Fig. 1: run 1, wire density map
The die is cut into 25 by 19 equal tiles; black is low, pale yellow is high, scaled to the fullest tile. Values are wire area over tile area, all layers added.
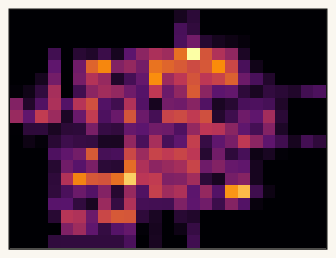
Fig. 2: run 1, clock distribution
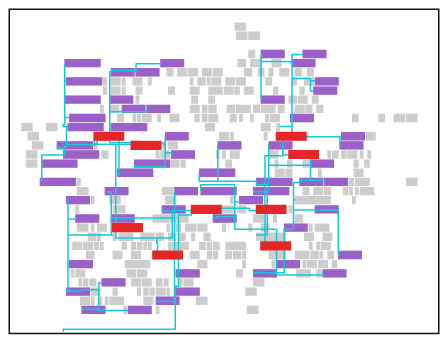
Fig. 3: run 1, cell placement
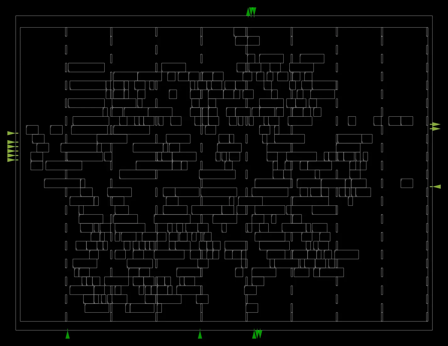
==> config.mk <==
export PLATFORM = sky130hd
export DESIGN_NAME = clock_en_gen
export DESIGN_NICKNAME = d
export VERILOG_FILES = /design/src/rtl/clock_en_gen.sv
export SDC_FILE = /design/constraint.sdc
export NUM_CORES = 1
export LEC_CHECK = 0
export CAP_MARGIN = 5
export CORE_ASPECT_RATIO = 0.75
export CORE_UTILIZATION = 25
export DETAILED_ROUTE_END_ITERATION = 8
export PLACE_DENSITY = 0.45
export SLEW_MARGIN = 20
export SYNTH_ARGS = -nofsm -noshare
export SYNTH_HDL_FRONTEND = slang
export SYNTH_SLANG_ARGS = --single-unit
export TNS_END_PERCENT = 50
==> constraint.sdc <==
create_clock -name clock -period 6.85 [get_ports clock]
set_clock_uncertainty 0.2 [all_clocks]
set_input_delay 2.055 -clock clock [delete_from_list [all_inputs] [get_ports clock]]
set_output_delay 2.055 -clock clock [all_outputs]
set_load 0.02 [all_outputs]
==> impl_metrics.ini, run 1 <==
; generated from flow reports
[route]
met1_length_mm = 3.28
met2_length_mm = 2.62
firstDrtPassIters = 4

[logic_synthesis]
ys.warnings.count = 0
edf_count = 16
synthMuxAreaShare_pct = 2.04
logic_family = simple AND/OR/NAND/NOR gates
mappedNetlistArea_sq_um = 2950
syn_inst = 297
ys_cells = 297
synth_top_cell_by_area = dfxtp_1
synth_area_per_cell_sq_um = 9.93
xor_share_pct = 11.9
netlist-cell-type-count = 44

[worst_setup_path]
reg2reg_slack_ns = 4.04
r2r_cells = 8
cp_slowest_cell = clkdlybuf4s50_1
crit_family = buffers and inverters
cpPeakStageDelay_ns = 0.62
startpoint_type = primary input

[clock_tree]
cts_sinks = 60
cts_buffers = 9
clk_pin_slew_ns = 0.05
clock_path_buffers = 2
cts_setup_buffers = 0
cts_hold_buf = 0

[power_and_ir_drop]
max-vdd-ir-drop_mv = 0.118
p_sw_share_pct = 31.9
seqPwrFrac_pct = 34.1

[final_timing]
slew_headroom_pct = 34.3

[global_route]
antenna_found_initial = 0
grtUsageMet2_pct = 17.6

[outcome]
outcome = finished clean

[finish]
signal_buffers = 19
n_clock_buffer = 12

[floorplanning]
fp.dieH_um = 96.1

[hold_path]
holdCritPathClass = flip-flop to flip-flop
Back to the opening pictures, Fig. 1:
The fullest tile reaches 0.44. 9.9% of the tiles are over half the peak. The densest ninth of the die: middle. 40% of the tiles are nearly empty. The mean over all tiles is 0.079.
WL final: 6.21 mm
gr usage total: 11.2%
drt wl/cell: 13.1 um

Back to the opening pictures, Fig. 2:
Key: flip-flops = purple [count 60]; clock drivers = red [count 9]; clock wires = cyan [length 871 um]
There are 10 routed clock nets.
clk pwr: 0.492 mW
clock power share: 35.2%

Back to the opening pictures, Fig. 3:
fill count: 1175
Final Non-Filler Cells: 476
flop share of the area: 37.9%

run 1: stage by stage:
| step | total power [mW] | std cells | util, % | hold slack (ns) | instance area (sq um) |
|---|---|---|---|---|---|
| 2_1_floorplan | 0.813 | 297 | - | 0.259 | 2950 |
| 3_3_place_gp | 0.913 | 460 | 29.1 | 0.284 | 3260 |
| 6_report | 1.40 | 476 | 32.1 | 0.302 | 3590 |
| 4_1_cts | 1.42 | 476 | 32.1 | 0.305 | 3590 |
| 5_1_grt | 1.49 | 476 | 32.1 | 0.321 | 3590 |
| 3_5_place_dp | 0.916 | 460 | 29.1 | 0.284 | 3260 |
run 1: worst register-to-register path, delay by kind of cell (launching register included):
kind,cells,cell delay (ns)
flops,1,0.48
simple gates,2,0.61
fa+ha+maj,1,0.30
buf+inv,1,0.11
compound gates,4,1.00
## Run 2: what changed since run 1
PLACE_DENSITY = 0.46   (was 0.45)
clock period = 5.1 ns   (was 6.85 ns; I/O delays follow)
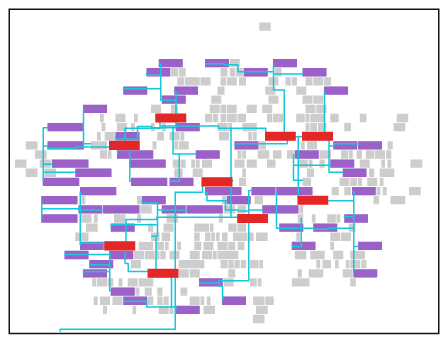
Fig. 4. Clock distribution (run 2).
Key: clock wires = cyan [length 911 um]; clock drivers = red [count 9]; flip-flops = purple [count 60]
There are 10 routed clock nets.
clk pwr: 0.561 mW
clock power share: 31.3%
clk_lat worst skew: 0.32 ns

==> run 2 against run 1 <==
Net effect: die size did not move; clock power rose by 14%; routed wire length rose by 3.9%; synthesized cell count did not move; register-to-register slack got worse by 1.7 ns; flip-flop count did not move; final cell count rose by 0.42%; worst setup slack got worse by 0.90 ns; sequential power rose by 34%; clock-buffer cell count fell by 2; critical endpoint is now en_out[0].
==> impl_metrics.ini, run 2 <==
; generated from flow reports
[placed_design]
postPlaceCellArea_sq_um = 3270
dp.cells = 462

[logic_synthesis]
yosysMostFrequentCell = dfxtp_1
ys_cells = 297
ys.warnings.count = 0
syn_inst = 297
netlist-cell-type-count = 44
mappedNetlistArea_sq_um = 2950
synth_area_per_cell_sq_um = 9.93

[global_route]
grt_max_degree = 34
grtUsageTotal_pct = 11.6
grtUsageMet2_pct = 16.0
antenna_found_initial = 0

[power_and_ir_drop]
seqPwrFrac_pct = 35.8
power.density_nw_per_um2 = 504
power.total_mw = 1.79
max-vdd-ir-drop_mv = 0.207
p_sw_share_pct = 34.5

[route]
met2_length_mm = 2.54
met1_length_mm = 3.62
postRouteAntennaNets = 0
firstDrtPassIters = 4
wl_mm = 6.46

[final_timing]
hold_slack_ns = 0.290
slew_headroom_pct = 35.3

[finish]
final_nets = 336
fin_area_sq_um = 3550

[clock_tree]
cts_buffers = 9
clk_pin_slew_ns = 0.05
cts_sinks = 60
cts_hold_buf = 0
clock_path_buffers = 2
cts_setup_buffers = 0

[worst_setup_path]
cpPeakStageDelay_ns = 0.60
startpoint_type = flip-flop
crit_family = simple AND/OR/NAND/NOR gates
cp_slowest_cell = clkdlybuf4s50_1
r2r_cells = 8

[floorplanning]
fp.dieH_um = 96.1

[outcome]
outcome = finished clean

[hold_path]
holdCritPathClass = flip-flop to flip-flop
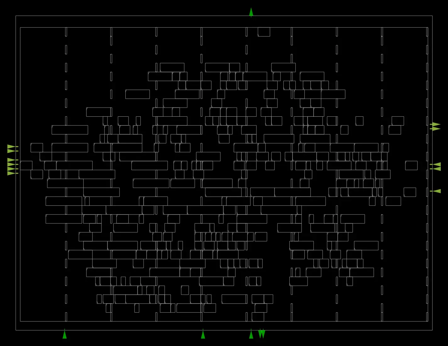
Fig. 5. Cell placement (run 2).
post-layout util: 31.8%
registers: 60
row cnt: 33
fill count: 1161
Final Non-Filler Cells: 478

-- run 2: cell counts after synthesis --
Identical to the previous run, type by type.
-- run 2: kinds of logic after synthesis --
kind of cell               count (synthesis)  synth area share, %
DFF                                       60                 46.2
xor gates and xnor gates                  40                 11.9
muxes                                      6                 2.04
and+or+nand+nor                          115                 21.0
buffers and inverters                     27                 4.11
AOI/OAI and AO/OA                         41                 11.4
adders and majority gates                  8                 3.39
-- run 2: area by class of cell --
| class | count | area [sq um] |
|---|---|---|
| Multi-Input combinational cell | 210 | 1470 |
| Clock buffer | 10 | 239 |
| Sequential cell | 60 | 1360 |
| Inverter | 14 | 52.6 |
| Tap cell | 157 | 196 |
| Fill cell | 1161 | 7640 |
| Clock inverter | 6 | 40.0 |
| Timing Repair Buffer | 21 | 198 |
Power figures rest on the tool's default switching activity, not on a simulated workload.
